**Run 1: M3 wires**

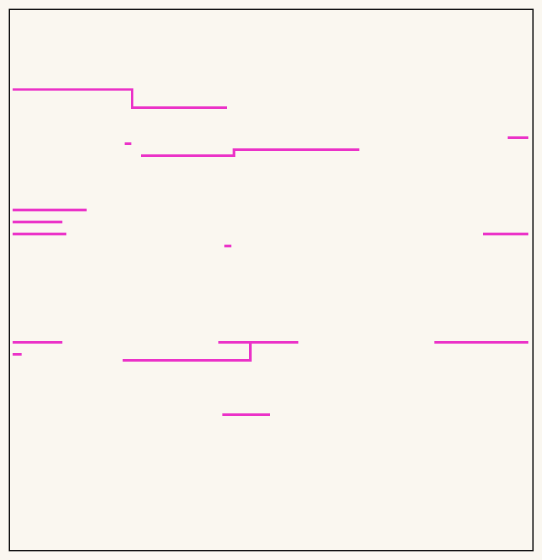
**Run 1: signal wires by layer**

Scale bar: 20 um. Two of the layers only.
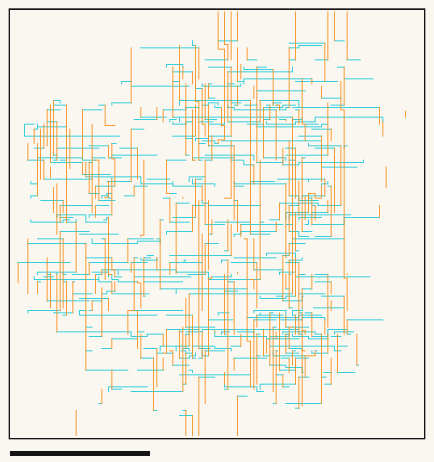
**Run 1: the metal 2 layer**

Scale bar: 20 um.
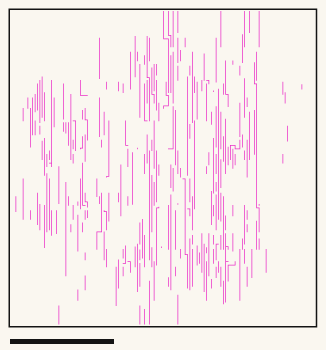
**Run 1: PDN straps and rails**

Scale bar: 20 um. Pins as bars on the die edge.
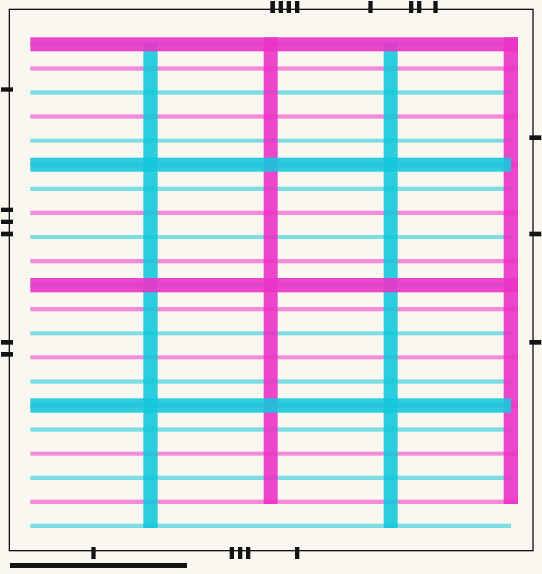
Design serial_frame_deser_flat, sky130hd; sources not shown.
==> results_slide.txt, run 1 <==
Physical Implementation Snapshot

Status
  – Status: finished clean

Worst setup path
  – CP max-delay cell: clkdlybuf4s50_1
  – Req. time, crit path: 1710 ps
  – CP Launch Type: register
  – Crit-path max FO: 5
  – Worst stage delay on the critical path: 840 ps
  – CP endpoint kind: primary output

Worst hold path
  – Worst hold-check path type: input port to async pin

Clock network
  – Root Buffer: clkbuf_4
  – Max Root-Sink Buffers: 2
  – Hold_buf cts: 0
  – Worst-Skew Late Latency: 340 ps
  – Clk sinks: 35
  – CTS tree: done
  – Post-CTS setup buffers: 0
  – Clock buffer count from CTS: 5
  – H-tree Lvls: 2

Logic synthesis
  – Cell type with the largest total area: dfrtp_1
  – Async set or reset register ratio after synthesis: 100.0%
  – EDFF count, synth: 0
  – Synthesized area per cell: 9.637 um^2
  – Top cells by count: 44 x nand2_1, 35 x dfrtp_1, 20 x inv_1
  – Simple Share, Synth: 19.72%
  – Post-Synthesis Cells: 158
  – # Cells Yosys: 158
  – Mapped Nets: 167
  – Post-Synth AOI/OAI Area: 9.039%
  – Yosys top cell by instances: nand2_1
  – Yosys synthesis chip area: 1523 um^2
  – Dominant comb cell: simple AND/OR/NAND/NOR gates
  – Post-Synth Adder-Cell Area: 4.108%
  – Yosys cell types: 21

Flow run
  – Count of tool warnings: 27

Power
  – Sequential power: 0.000895 W
  – Pwr Total: 0.001628 W
  – Leak: 0.9313 nW
  – Clock share of power: 21.6%
  – Top power group: registers
  – Power Combinational: 0.000381 W
  – Switching share of power: 32.21%

Layout
  – Area growth syn-to-layout: 18.73%
  – MI comb cells: 100
  – Non-Filler Instances: 217
  – Multi-input combinational area share: 30.59%
  – Clock buf count: 6
  – Inverters, non-clock: 21
  – Seq/total area: 48.44%
  – Util after Layout: 61.23%
  – Sequential cell count: 35
  – Commonest Layout Cell: nand2_1
  – Top cell category: sequential cells
  – Layout cells sized above 1: 8.152%
  – Buffering overhead: 12.04%
  – NumNets Final: 194
  – # fillers: 253
  – Most frequent cells in the layout: 44 x nand2_1, 35 x dfrtp_1, 21 x clkdlybuf4s50_1, 20 x inv_1, 17 x o21ai_0
  – Sequential cell area: 875.8 um^2
  – Logic cell area: 553.0 um^2

Routing
  – DRT iter0 DRCs: 14
  – Metal-1 WL: 1263 um
  – Drt drc: 0
  – Drt via density: 5.147
  – Routed met3 length: 123 um
  – First drt pass iteration count: 4

Timing
  – Final period util: 95.71%
  – Setup WS post-layout: 81.48 ps

Global routing
  – Gr busiest metal: met2
  – Initial antenna violation count: 0
  – Grt met1 use: 23.82%
  – Largest net degree at the start of global routing: 36
  – Number of global-route vias before repair: 1,141

Die
  – # rows: 20
  – Tap cells: 33
  – Chip Footprint: 3599 um^2

Placement
  – Placed Area: 1767 um^2
  – Buffers on Ports: 21
  – Worst slack, placed: 221.4 ps
Notes on 'M3 wires' above:
nets with wire on the layer: 11
wire length on this layer: 124 um
longest straight run: 14.2 um
total routed wirelength: 2760 um
routed vias: 1,117

Notes on 'signal wires by layer' above:
[orange] met2 | wire length: 1,330 um
[cyan] met1 | wire length: 1,260 um
per-cell routed wire length: 12.72 um
GRT Util Overall: 19.09%

Notes on 'the metal 2 layer' above:
longest straight run: 25.2 um
wire length on this layer: 1,330 um
routing usage on met2: 30.00%

Notes on 'PDN straps and rails' above:
[magenta] VDD
[cyan] VSS
rows: 20
met5 straps: 4
met1 rails: 21
signal pins: 22
met4 straps: 4
Die H: 61 um
Die X: 59 um

--- run 2 (diff from run 1) ---
- CORE_AREA: 2 2 57 59 -> 2 2 56 58
- DIE_AREA: 0 0 59 61 -> 0 0 58 60
- PLACE_DENSITY: 0.83 -> 0.85
- clock period: 1.9 -> 2.3 ns (I/O delays scaled with it)
**Run 2: the metal 2 layer**

Scale bar: 20 um.
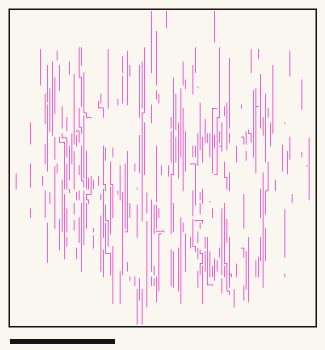
longest straight run: 21.8 um
main direction: vertical
nets with wire on the layer: 164
routed vias: 1,121
routing usage on met2: 33.93%

**Run 2: clock wiring as the flow saved it**

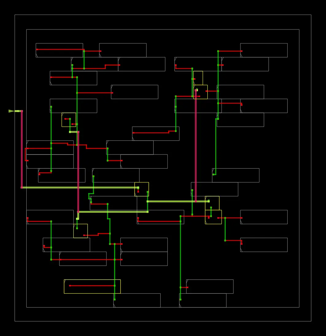
clock buffer count from CTS: 5
clock buf count: 5
sequential cell count: 35
skew final: 11.03 ps
P_clk: 0.000441 W

==> run 2 against run 1 <==
Count of clock-buffer cells in the layout shrank 1. Via count grew 0.36%. Worst hold slack gained 47 ps. Sequential power shrank 17%. Die area shrank 3.3%. Global-route usage grew 0.57 points. Worst setup slack gained 390 ps. Non-clock buffer count is the same. Register-to-register slack gained 400 ps.
==> results_slide.txt, run 2 <==
Physical Implementation Snapshot

Logic synthesis
  – Cell type with the largest total area: dfrtp_1
  – Synthesized area per cell: 9.637 um^2 (unchanged)
  – Yosys top cell by instances: nand2_1
  – # Cells Yosys: 158 (unchanged)
  – Top cells by count: 44 x nand2_1, 35 x dfrtp_1, 20 x inv_1
  – Post-Synth AOI/OAI Area: 9.039% (unchanged)
  – Yosys cell types: 21 (unchanged)
  – Simple Share, Synth: 19.72% (unchanged)
  – Mapped Nets: 167 (unchanged)
  – EDFF count, synth: 0 (unchanged)
  – Yosys synthesis chip area: 1523 um^2 (unchanged)
  – Dominant comb cell: simple AND/OR/NAND/NOR gates
  – Post-Synthesis Cells: 158 (unchanged)

Layout
  – Buffering overhead: 11.78% (-0.26 points)
  – Commonest Layout Cell: nand2_1
  – Multi-input combinational area share: 29.93% (-0.66 points)
  – Non-Filler Instances: 219 (+0.92%)
  – Layout cells sized above 1: 9.677% (+1.5 points)
  – Most frequent cells in the layout: 44 x nand2_1, 35 x dfrtp_1, 21 x clkdlybuf4s50_1, 20 x inv_1, 17 x o21ai_0
  – Inverters, non-clock: 21 (unchanged)
  – # fillers: 230 (-9.1%)
  – Sequential cell area: 875.8 um^2 (unchanged)
  – Seq/total area: 47.39% (-1.0 points)
  – Area growth syn-to-layout: 21.36%
  – Util after Layout: 63.66% (+2.4 points)
  – NumNets Final: 194 (unchanged)
  – Top cell category: sequential cells
  – MI comb cells: 100 (unchanged)

Placement
  – Buffers on Ports: 21 (unchanged)

Global routing
  – Number of global-route vias before repair: 1,149 (+0.70%)
  – Grt met1 use: 23.43% (-0.39 points)
  – Largest net degree at the start of global routing: 36 (unchanged)
  – Initial antenna violation count: 0 (unchanged)

Worst setup path
  – Req. time, crit path: 2070 ps (+360 ps)
  – Crit-path max FO: 5 (unchanged)
  – Worst stage delay on the critical path: 830 ps (about the same)

Timing
  – Final period util: 79.57%

Flow run
  – Count of tool warnings: 27 (unchanged)

Die
  – # rows: 20 (unchanged)
  – Tap cells: 33 (unchanged)
  – Die X: 58 um (-1.7%)
  – Die H: 60 um (-1.6%)

Clock network
  – Clk sinks: 35 (unchanged)
  – H-tree Lvls: 2 (unchanged)
  – Post-CTS setup buffers: 0 (unchanged)
  – Max Root-Sink Buffers: 2 (unchanged)
  – CTS tree: done
  – Worst-Skew Late Latency: 340 ps (about the same)

Power
  – Clock share of power: 29.6% (+8.0 points)
  – Power Combinational: 0.000305 W (-20%)
  – Top power group: registers
  – Sequential power: 0.000742 W (-17%)
  – Switching share of power: 30.78% (-1.4 points)

Routing
  – Routed met3 length: 123 um (unchanged)
  – Metal-1 WL: 1193 um (-5.5%)
  – Total routed wirelength: 2760 um (unchanged)
  – Drt drc: 0 (unchanged)

Status
  – Status: finished clean

Worst hold path
  – Worst hold-check path type: input port to async pin
Power and IR drop assume default switching activity.
